==> src/rtl/dtc_stream_engine.sv <==
// dtc_stream_engine: decision-tree classifier walking a register node table,
// one node per cycle, producing a thermometer-coded class level.
module dtc_stream_engine #(
  parameter int unsigned IN_W    = 9,
  parameter int unsigned OUT_W   = 9,
  parameter int unsigned NODE_AW = 6,
  parameter int unsigned DEPTH   = 8,
  localparam int unsigned FI_W   = $clog2(IN_W),
  localparam int unsigned LVL_W  = $clog2(OUT_W + 1),
  localparam int unsigned ENT_W  = 1 + FI_W + 2 * NODE_AW
) (
  input  logic               clk,
  input  logic               rst_n,
  input  logic               in_valid,
  output logic               in_ready,
  input  logic [IN_W-1:0]    inp,
  output logic               out_valid,
  input  logic               out_ready,
  output logic [OUT_W-1:0]   outp,
  output logic               out_err,
  input  logic               cfg_we,
  input  logic [NODE_AW-1:0] cfg_addr,
  input  logic [ENT_W-1:0]   cfg_data,
  output logic               cfg_ready
);

  localparam int unsigned N_ENT  = 2 ** NODE_AW;
  localparam int unsigned STEP_W = $clog2(DEPTH + 1);

  typedef enum logic [1:0] {
    IDLE,
    WALK,
    DONE
  } state_t;

  state_t               state_q, state_d;
  logic [NODE_AW-1:0]   ptr_q, ptr_d;
  logic [STEP_W-1:0]    step_q, step_d;
  logic [IN_W-1:0]      inp_q, inp_d;
  logic [OUT_W-1:0]     outp_d;
  logic                 err_d;
  logic                 valid_d;

  logic [ENT_W-1:0]     node_tbl [N_ENT];

  logic [ENT_W-1:0]     ent;
  logic                 is_int;
  logic [FI_W-1:0]      fi;
  logic [NODE_AW-1:0]   one_child;
  logic [NODE_AW-1:0]   zero_child;
  logic [LVL_W-1:0]     lvl;
  logic                 fi_bad;
  logic                 sel_bit;
  logic [OUT_W-1:0]     therm;

  assign in_ready  = (state_q == IDLE);
  assign cfg_ready = (state_q == IDLE);

  // Node table: cleared to level-0 leaves in reset, written only while idle
  always_ff @(posedge clk or negedge rst_n) begin
    if (!rst_n) begin
      for (int unsigned i = 0; i < N_ENT; i++) begin
        node_tbl[i] <= '0;
      end
    end else if (cfg_we && (state_q == IDLE)) begin
      node_tbl[cfg_addr] <= cfg_data;
    end
  end

  // Decode the entry under the walk pointer
  always_comb begin
    ent        = node_tbl[ptr_q];
    is_int     = ent[ENT_W-1];
    fi         = ent[ENT_W-2 -: FI_W];
    one_child  = ent[2*NODE_AW-1 -: NODE_AW];
    zero_child = ent[NODE_AW-1:0];
    lvl        = ent[LVL_W-1:0];
    fi_bad     = (32'(fi) >= IN_W);
    sel_bit    = fi_bad ? 1'b0 : inp_q[fi];
    for (int unsigned i = 0; i < OUT_W; i++) begin
      therm[i] = (32'(lvl) > i);
    end
  end

  // State register
  always_ff @(posedge clk or negedge rst_n) begin
    if (!rst_n) begin
      state_q <= IDLE;
    end else begin
      state_q <= state_d;
    end
  end

  // Next-state and datapath next values
  always_comb begin
    state_d = state_q;
    ptr_d   = ptr_q;
    step_d  = step_q;
    inp_d   = inp_q;
    outp_d  = outp;
    err_d   = out_err;
    valid_d = out_valid;
    case (state_q)
      IDLE: begin
        if (in_valid) begin
          inp_d   = inp;
          ptr_d   = '0;
          step_d  = '0;
          state_d = WALK;
        end
      end
      WALK: begin
        if (is_int) begin
          // Loop guard and out-of-range feature both abort the walk
          if ((step_q == STEP_W'(DEPTH)) || fi_bad) begin
            outp_d  = '0;
            err_d   = 1'b1;
            state_d = DONE;
          end else begin
            ptr_d  = sel_bit ? one_child : zero_child;
            step_d = step_q + STEP_W'(1);
          end
        end else begin
          outp_d  = therm;
          err_d   = 1'b0;
          state_d = DONE;
        end
      end
      DONE: begin
        // Result is presented one cycle after the leaf is latched
        if (!out_valid) begin
          valid_d = 1'b1;
        end else if (out_ready) begin
          valid_d = 1'b0;
          state_d = IDLE;
        end
      end
      default: begin
        state_d = IDLE;
      end
    endcase
  end

  // Datapath and output registers
  always_ff @(posedge clk or negedge rst_n) begin
    if (!rst_n) begin
      ptr_q     <= '0;
      step_q    <= '0;
      inp_q     <= '0;
      outp      <= '0;
      out_err   <= 1'b0;
      out_valid <= 1'b0;
    end else begin
      ptr_q     <= ptr_d;
      step_q    <= step_d;
      inp_q     <= inp_d;
      outp      <= outp_d;
      out_err   <= err_d;
      out_valid <= valid_d;
    end
  end

endmodule

==> config.mk <==
export PLATFORM = sky130hd
export DESIGN_NAME = dtc_stream_engine
export DESIGN_NICKNAME = d
export VERILOG_FILES = /design/src/rtl/dtc_stream_engine.sv
export SDC_FILE = /design/constraint.sdc
export NUM_CORES = 2
export LEC_CHECK = 0
export CORE_MARGIN = 5
export CORE_UTILIZATION = 54
export CTS_BUF_LIST = sky130_fd_sc_hd__clkbuf_8
export DETAILED_ROUTE_END_ITERATION = 8
export HOLD_SLACK_MARGIN = 0.12
export PLACE_DENSITY = 0.77
export SLEW_MARGIN = 25
export SYNTH_ARGS = -nofsm -noshare
export SYNTH_HDL_FRONTEND = slang
export SYNTH_SLANG_ARGS = --single-unit
==> constraint.sdc <==
create_clock -name clk -period 7.03 [get_ports clk]
set_input_delay 0.703 -clock clk [delete_from_list [all_inputs] [get_ports clk]]
set_output_delay 0.703 -clock clk [all_outputs]
set_load 0.05 [all_outputs]
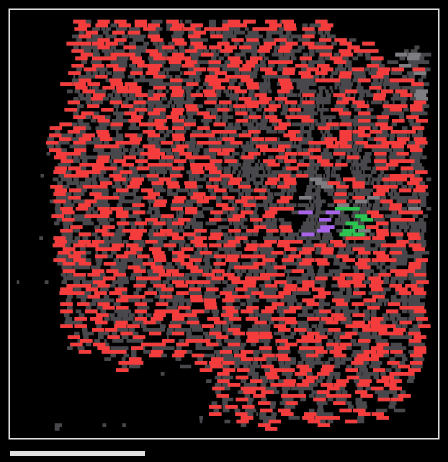
registers.png
Scale bar: 100 um.
name in the netlist	colour	flops	where
`outp`	green	9	right middle
`node_tbl`	red	1088	spread over the die
`ptr_q`	purple	6	right middle
not coloured	17

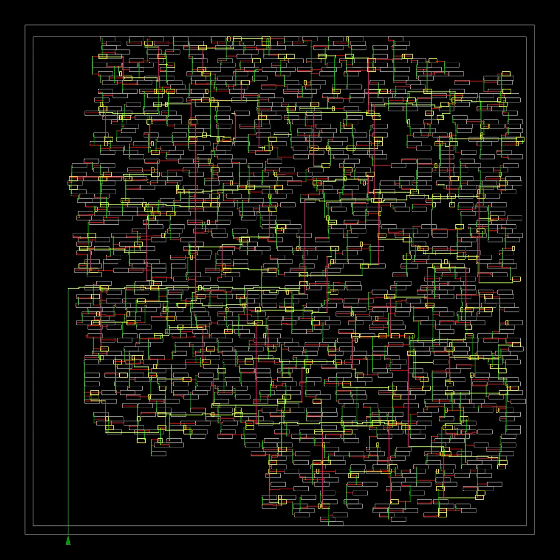
final_clocks.png
clock network latency to the later pin of the worst-skew pair: 0.88 ns
number of clock buffer instances in the layout: 219
number of sequential cells in the layout: 1120
total clock network power: 5.45 mW
clock buffer count from CTS: 178

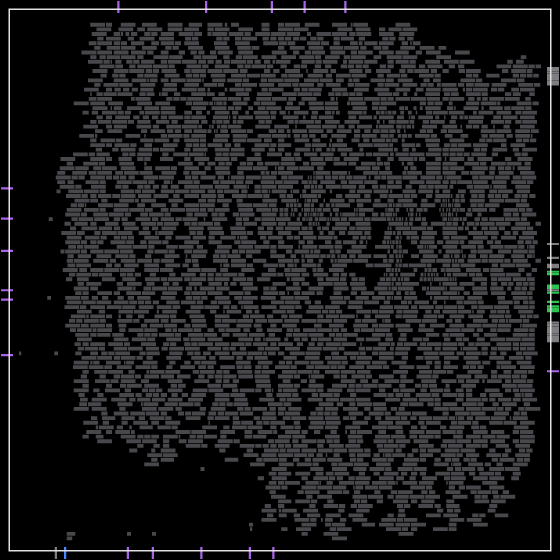
pins.png
Pins as bars across the die edge, other pins in grey.
port	colour	pins	direction	edge
`rst_n`	blue	1	input	bottom
`cfg_data`	purple	17	input	6 left, 5 bottom, 5 top, 1 right
`outp`	green	9	output	right
height of the die: 317 um
IO Port Bufs: 49
horizontal die dimension: 317 um

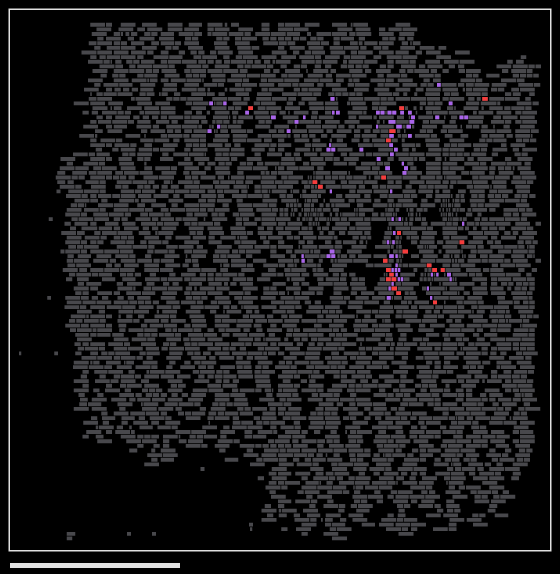
gate_families.png
Scale bar: 100 um.
family	colour	cells
inverting AOI/OAI gates	purple	74
AND-OR and OR-AND gates	red	22
leading cell type in the layout, fill and taps excluded: sky130_fd_sc_hd__dfrtp_1
fraction of area in multi-input gates: 0.388
Finished Layout Cells: 4561

==> results.cfg <==
; synthesis and place-and-route metrics
[finish]
regMostFlops = node_tbl
inv_count = 10
biggestCellCategory = flip-flops and latches
post-route-cell-area_mm2 = 0.0561
layout-drive-gt1-share = 0.544
final-clk-cell-share = 0.0628
num-nonclk-buffers = 128
fin_util = 0.599
logic_area_mm2 = 0.0218

[clocking]
cts_root_buffer = sky130_fd_sc_hd__clkbuf_8
holdBufCountCts = 1
cts-htree-levels = 4
clock_tree.buffer_depth = 3
post_cts.repair.setup_buffers = 0
cts_resized = 0
clock_sink_count = 1120
cts.reportedPaths.clkPinSlew_ns = 0.07

[global_route]
groute.usage.overall = 0.265
grt_use_met2 = 0.422
wire_length_of_the_first_global_routing_pass_um = 200000
grt.busiest_layer = met2
met1_usage = 0.363
first_global_vias = 31525
met3_usage = 0.0565
number_of_antenna_violations_at_the_first_check_in_global_routing = 10

[floorplanning]
placementRows = 112
floorplan.io_pins = 50
floorplan.initialDensity = 0.545
tapcell.inserted = 1254

[worst_setup_path]
worstPathBufferInverterCount = 1
crit-reg2reg-capture = ptr_q[2]
worst_path_max_delay_cell = sky130_fd_sc_hd__dfrtp_4
critPathCaptureType = flip-flop
cell_depth_of_the_worst_setup_path = 10
worst_reg_to_reg_setup_slack_ns = 2.07
setup.worst_path.end = ptr_q[2]
launch_point_of_the_worst_reg_to_reg_path = ptr_q[0]
setup.worst_path.start_class = flip-flop
cp_cell_instances = buf_4 > mux4_1 > a22oi_1 > a31oi_1 > nor2_1 > nand4_1 > nor4_1 > a22o_1 > a21oi_1 > o21ai_1
critical_path.max_fanout = 42

[logic_synthesis]
ys_seq_elements = 1120
ys_sh_aoi = 0.0135
yosysWarningCount = 0
yosysSeqAreaShare = 0.549
top_logic_kind = multiplexers
xor_share = 0.000172
simple_gate_share_of_the_synthesized_area = 0.0174
synthFlopType = sky130_fd_sc_hd__dfrtp_1
topCellsByArea = sky130_fd_sc_hd__dfrtp_1 (55%), sky130_fd_sc_hd__mux2_2 (24%), sky130_fd_sc_hd__mux4_2 (13%)
enable_flop_cells = 0
synth.mux.area_fraction = 0.392
synth.top_cells.by_count = sky130_fd_sc_hd__dfrtp_1 (1120), sky130_fd_sc_hd__mux2_2 (1099), sky130_fd_sc_hd__mux4_2 (303), sky130_fd_sc_hd__clkbuf_1 (207), sky130_fd_sc_hd__nand2_1 (74)
yosys.area.top_type_share = 0.549
syn-num-nets = 3177
largest_area_cell = sky130_fd_sc_hd__dfrtp_1

[pwr]
power_per_cell_area_mw_per_mm2 = 285
seqPwrFrac = 0.505
worst_ir_drop_vdd_mv = 0.179
power-top-group = sequential cells
cellInternalPower_mw = 11.7
power.leakage_nw = 26.5
p_seq_mw = 8.08

[route]
initialDrtViolationCount = 2468
wl_met2_um = 63600
drt_pass1_iterations = 6
final_ant_viol_nets = 0
met3WireLength_um = 9490
route.detailed.wl_per_inst_um = 28.8

[timing]
report.final.slew_viol_count = 0
period_needed_ns = 4.96
finalClockPeriodUsage = 0.706
layout_setup_ws_ns = 2.07
clock-skew-final_ns = 0.0347
fin_worst_hold_slack_ns = 0.363

[worst_hold_path]
hold_path_startpoint = cfg_data[14]
min_path_type = primary input to flip-flop

[placement]
dp.final_hpwl_um = 81400
numPlacedInstances = 4230

[outcome]
status = finished clean
No activity file was given, so power comes from the tool's default toggle rates.
